[config.mk]
export PLATFORM = sky130hd
export DESIGN_NAME = pipe_ctrl
export DESIGN_NICKNAME = d
export VERILOG_FILES = /design/src/rtl/pipe_ctrl.sv
export SDC_FILE = /design/constraint.sdc
export NUM_CORES = 1
export LEC_CHECK = 0
export CAP_MARGIN = 10
export CELL_PAD_IN_SITES_DETAIL_PLACEMENT = 0
export CELL_PAD_IN_SITES_GLOBAL_PLACEMENT = 1
export CORE_MARGIN = 4
export CORE_UTILIZATION = 33
export CTS_CLUSTER_SIZE = 20
export DETAILED_ROUTE_END_ITERATION = 10
export GPL_TIMING_DRIVEN = 1
export PLACE_DENSITY_LB_ADDON = 0.1
export SETUP_SLACK_MARGIN = 0.4
export SLEW_MARGIN = 10
export SYNTH_ARGS = -nofsm -noshare
export SYNTH_HDL_FRONTEND = slang
export SYNTH_SLANG_ARGS = --single-unit
[constraint.sdc]
create_clock -name clk_i -period 2.8 [get_ports clk_i]
set_input_delay 0.56 -clock clk_i [delete_from_list [all_inputs] [get_ports clk_i]]
set_output_delay 0.56 -clock clk_i [all_outputs]
set_load 0.02 [all_outputs]
[src/rtl/pipe_ctrl.sv]
// Central sequencing controller for the 5-stage pipeline: arbitrates data-memory
// waits, load-use interlocks and taken-branch flushes, with timeout error and perf counters.
module pipe_ctrl #(
    parameter int MEM_TIMEOUT = 16,
    parameter int CNT_W       = 16
) (
    input  logic             clk_i,
    input  logic             rst_i,
    input  logic [4:0]       id_rs_i,
    input  logic [4:0]       id_rt_i,
    input  logic [4:0]       ex_rt_i,
    input  logic             ex_memread_i,
    input  logic             branch_taken_i,
    input  logic             mem_req_i,
    input  logic             mem_ack_i,
    output logic             pc_write_o,
    output logic             ifid_write_o,
    output logic             ifid_flush_o,
    output logic             idex_write_o,
    output logic             idex_bubble_o,
    output logic             exmem_write_o,
    output logic             memwb_bubble_o,
    output logic             mem_err_o,
    output logic [1:0]       state_o,
    output logic [CNT_W-1:0] stall_cnt_o,
    output logic [CNT_W-1:0] flush_cnt_o
);

    localparam int WAIT_W = $clog2(MEM_TIMEOUT + 1);

    typedef enum logic [1:0] {
        RUN      = 2'd0,
        MEM_WAIT = 2'd1,
        ERR      = 2'd2
    } state_t;

    state_t              state_reg, state_next;
    logic [WAIT_W-1:0]   wait_cnt_reg, wait_cnt_next;
    logic                mem_err_reg, mem_err_next;
    logic [CNT_W-1:0]    stall_cnt_reg, flush_cnt_reg;

    logic mem_stall;
    logic load_use;

    assign mem_stall = (state_reg != ERR) && mem_req_i && !mem_ack_i;
    assign load_use  = ex_memread_i && (ex_rt_i != 5'd0) &&
                       ((ex_rt_i == id_rs_i) || (ex_rt_i == id_rt_i));

    always_comb begin
        pc_write_o     = 1'b0;
        ifid_write_o   = 1'b0;
        ifid_flush_o   = 1'b0;
        idex_write_o   = 1'b0;
        idex_bubble_o  = 1'b0;
        exmem_write_o  = 1'b0;
        memwb_bubble_o = 1'b0;
        state_next     = state_reg;
        wait_cnt_next  = wait_cnt_reg;
        mem_err_next   = mem_err_reg;

        if (!rst_i && state_reg != ERR) begin
            if (mem_stall) begin
                memwb_bubble_o = 1'b1;
                if (state_reg == RUN) begin
                    state_next    = MEM_WAIT;
                    wait_cnt_next = WAIT_W'(1);
                end else if (wait_cnt_reg == WAIT_W'(MEM_TIMEOUT - 1)) begin
                    state_next   = ERR;
                    mem_err_next = 1'b1;
                end else begin
                    wait_cnt_next = wait_cnt_reg + WAIT_W'(1);
                end
            end else begin
                // Ack (or a dropped request) ends any wait; the pipeline advances now.
                state_next    = RUN;
                wait_cnt_next = '0;
                idex_write_o  = 1'b1;
                exmem_write_o = 1'b1;
                if (load_use) begin
                    idex_bubble_o = 1'b1;
                end else begin
                    pc_write_o    = 1'b1;
                    ifid_write_o  = 1'b1;
                    ifid_flush_o  = branch_taken_i;
                end
            end
        end
    end

    always_ff @(posedge clk_i or posedge rst_i) begin
        if (rst_i) begin
            state_reg    <= RUN;
            wait_cnt_reg <= '0;
            mem_err_reg  <= 1'b0;
        end else begin
            state_reg    <= state_next;
            wait_cnt_reg <= wait_cnt_next;
            mem_err_reg  <= mem_err_next;
        end
    end

    // Saturating counters; frozen ERR cycles are not counted as stalls.
    always_ff @(posedge clk_i or posedge rst_i) begin
        if (rst_i) begin
            stall_cnt_reg <= '0;
            flush_cnt_reg <= '0;
        end else begin
            if (state_reg != ERR && !pc_write_o && stall_cnt_reg != {CNT_W{1'b1}})
                stall_cnt_reg <= stall_cnt_reg + CNT_W'(1);
            if (ifid_flush_o && flush_cnt_reg != {CNT_W{1'b1}})
                flush_cnt_reg <= flush_cnt_reg + CNT_W'(1);
        end
    end

    assign state_o     = state_reg;
    assign mem_err_o   = mem_err_reg;
    assign stall_cnt_o = stall_cnt_reg;
    assign flush_cnt_o = flush_cnt_reg;

endmodule

Fig. 1: signal metal coverage by tile
The die is cut into 18 by 18 equal tiles; dark blue is low, red is high, scaled to the fullest tile. Values are wire area over tile area, all layers added.
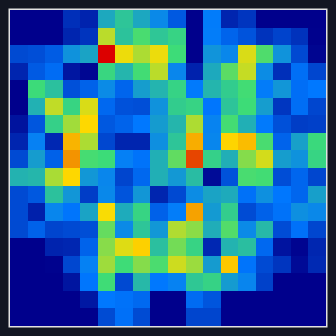
- nearly empty tiles: 17%
- fullest tile: 0.36
- mean over tiles: 0.10
- tiles over half the peak: 17%
Routed Wire Length: 5.43 mm
routed length per placed instance: 14.2 microns
global-route usage over all layers: 0.136
Via Count: 1865

Fig. 2: routed clock nets over the placement
Scale bar: 20 microns.
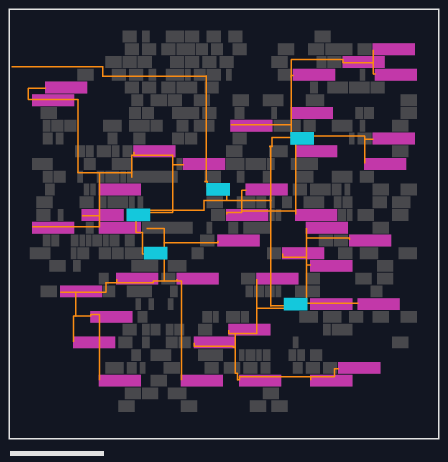
- magenta: flip-flops (count 40)
- orange: clock wires (length 603 microns)
- cyan: cells driving clock nets (count 5)
- routed clock nets: 6
proportion of power drawn by the clock network: 0.247
setup clock skew after layout: 0.00507 ns

==> notes.md <==
The synthesis and PnR run went through. The flow ran to the end, and the final reports show no timing, DRC or antenna violations. The script extracted a net switching power of 0.796 mW. Proportion of total power due to net switching landed at 0.351. For this run the top cell type by instance count after synthesis was dfrtp_1.

The report lists the cells along the critical path as buf_6 -> or4_4 -> o21ai_4 -> o21ai_2 -> inv_2 -> and2_4 -> buf_6. No sink is reached through more buffers than the 2 on the longest clock path. Among all stages on the critical path, the largest delay is contributed by or4_4.

STA lists the startpoint of the worst hold path as mem_err_o$_DFFE_PP0P_. Hold repair after CTS inserted 0 buffers. Per the run summary, max-cap violations total 0. Leaving out fill and tap cells, the most frequent cells in the layout are 40 x dfrtp_1, 37 x clkdlybuf4s50_1, 30 x xor2_1. From left edge to right edge, the die measures 91.3 microns. Post-synth design cell area landed at 0.00229 sq mm.

After detailed routing, the number of remaining DRC violations is 0. Area of all placed cells without fillers landed at 0.00331 sq mm. Number of primary I/O pins landed at 63. The most used flip-flop cell after synthesis is dfrtp_1. When the netlist entered floorplanning its net count stood at 246.

Fraction of layout instances using a drive strength above 1 landed at 0.244. The endpoint identified for the worst register-to-register timing path is flush_cnt_o[1]$_DFFE_PP0P_. Area of the multi-input gates landed at 0.00128 sq mm. Number of different library cells in the post-synthesis netlist landed at 38. Area growth from synthesis to layout landed at 44.7%. Overall die area landed at 0.00834 sq mm. Global-route track usage on met1 landed at 0.179. The finished layout holds 383 standard cells, fillers aside. STA shows the worst min-delay path finishing at mem_err_o$_DFFE_PP0P_. Depth of the most critical reg-to-reg path landed at 6. Wire segments on met2 add up to 2.59 mm in the final route. Yosys reports that the most numerous cell types are 40 x dfrtp_1, 30 x xor2_1, 20 x nand2_1, 13 x nand3_1, 12 x nor2_1. Signal nets in the final route climb as high as met4. In this run the tightest slew margin relative to its limit is 0.626. Biggest fanout along the worst timing path landed at 4.

The count of buffers added on input and output ports is 62. Pin slew with the least headroom to its limit landed at 0.562 ns. The layout report lists the clock-cell share of area as 0.0389.

Clock tree synthesis selected as its root buffer the cell clkbuf_8. Per STA, the library cell used most along the worst path is buf_6. Counting buffers and inverters, the worst setup path is 7 cells deep.

The layer flagged by global routing as most heavily used is met2. Number of tap cells added at floorplan landed at 80. Of the post-synthesis cell area, the dominant cell type holds 0.437. After detailed placement, the total cell area comes to 0.00314 sq mm.

Number of nets with antenna violations after routing landed at 0. Detailed placement ended at an HPWL of 4.04 mm. Worst vdd rail ir drop landed at 0.377 mV. Iteration tally of the first detailed-router pass landed at 4.

In the setup report, the worst path falls into the class in2out. In the global route stage, met2 resource usage came out at 0.215. The core region is 0.00676 sq mm. Fraction of area in registers landed at 0.302. After layout, the design draws a total of 2.27 mW. Number of warnings the tools reported landed at 29.

Number of global-route vias before repair landed at 1854. The synthesis report gives the async set-or-reset register share as 1.00. Portion of netlist area occupied by mux cells landed at 0.0197. Per the post-place timing report, worst setup slack is -0.411 ns. The dominant power group in this design is registers.

Post-cts sizing count landed at 56. Final critical-path required period landed at 2.37 ns. In this run the critical register-to-register path is launched from flush_cnt_o[5]$_DFFE_PP0P_. Post-CTS setup-driven buffer insertion count landed at 3.

Grouping non-sequential cells by family puts the most area in simple AND/OR/NAND/NOR gates. Per the synth log, the flip-flop and latch total comes to 40. The share of the core area taken by cells at floorplan is 0.339. Summed over all cells, the static leakage comes to 1.46 nW. In this run, the number of DRC markers left after iteration 0 of detailed routing was 86. The worst hold path belongs to the class reg2reg. Post-CTS clock slew at the launch and capture registers of the worst setup and hold paths landed at 0.08 ns. Total number of placement rows landed at 30. In the final design, more cell area goes to combinational gates than to any other class. Adding up every negative setup slack in the final design gives 0 ns.

Combinational group share of total power landed at 0.371. After detailed routing, the met3 layer carries 221 microns of wire. Fraction of standard cell area in multi-input logic landed at 0.387.

The library cell used most frequently in the layout, excluding fill and tap cells, is dfrtp_1. Of all the cell area in the finished design, non-clock buffers hold 0.235. The initial antenna violation count was 0.

RePlAce ended its routability-driven mode at a weighted congestion of 0.746. Routing usage on met3 landed at 0.0348. According to the floorplan report, the die height is 91.3 microns.

Final worst-path setup slack landed at 0.432 ns. Entering global routing, the biggest net connects 45 pins. STA classifies the critical path endpoint as a primary output.

The skew report gives the latency at the later pin of the worst-skew pair as 0.29 ns. The critical path ends at ifid_flush_o. Hold violation count in the final report landed at 0. The cell-mix breakdown from Yosys lists the simple-gate area share as 0.281. Of the total power, registers draw 0.381. STA classifies the critical path startpoint as an input pin. In the final report, the number of endpoints failing setup comes to 0. STA puts the critical path data required time at 2.24 ns.

Aggregate global routing overflow landed at 0. Fill cells in the final layout number 654. Delay of the slowest critical-path stage landed at 0.53 ns. Number of standard cells reported by yosys landed at 221. Number of warnings issued by yosys landed at 0. In this run the number of H-tree levels came out at 2. For this run, combinational gates with multiple inputs come to 167. Arrival time of the worst setup path landed at 1.81 ns.

Final hold slack landed at 0.476 ns. Wire length on met1 landed at 2.56 mm. Final clock period utilization by the worst path landed at 0.846. Of the synthesized area, sequential elements account for 0.437. Combinational power landed at 0.843 mW. Register-to-register setup slack landed at 0.68 ns. Post-synthesis share of cell area spent on and-or and or-and gates landed at 0.0497.
Fig. 3: sequential cells colored by netlist name
Other sequential cells in the stronger gray, the rest of the logic in the fainter gray.
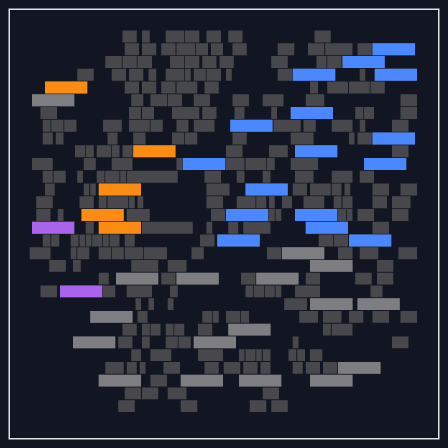
- purple: state_o (flops 2)
- blue: flush_cnt_o (flops 16)
- orange: wait_cnt_reg (flops 5; where middle left)
- not colored: 17
flip-flop and latch power: 0.866 mW
share of the core filled with cells: 0.491
area taken by flip-flops and latches: 0.00100 sq mm

Fig. 4: clock nets
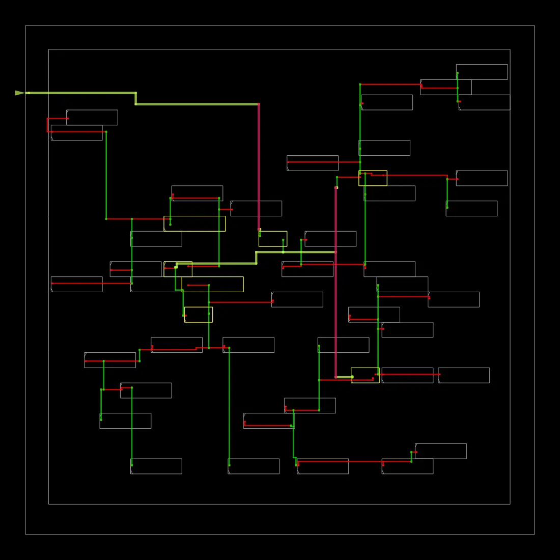
clock tree buffer count of the final layout: 5
Num CTS Buffers: 5
Num Clock Sinks: 40
clock group total power: 0.562 mW
number of flip-flops and latches: 40

Power is estimated from default activity; no workload was simulated.
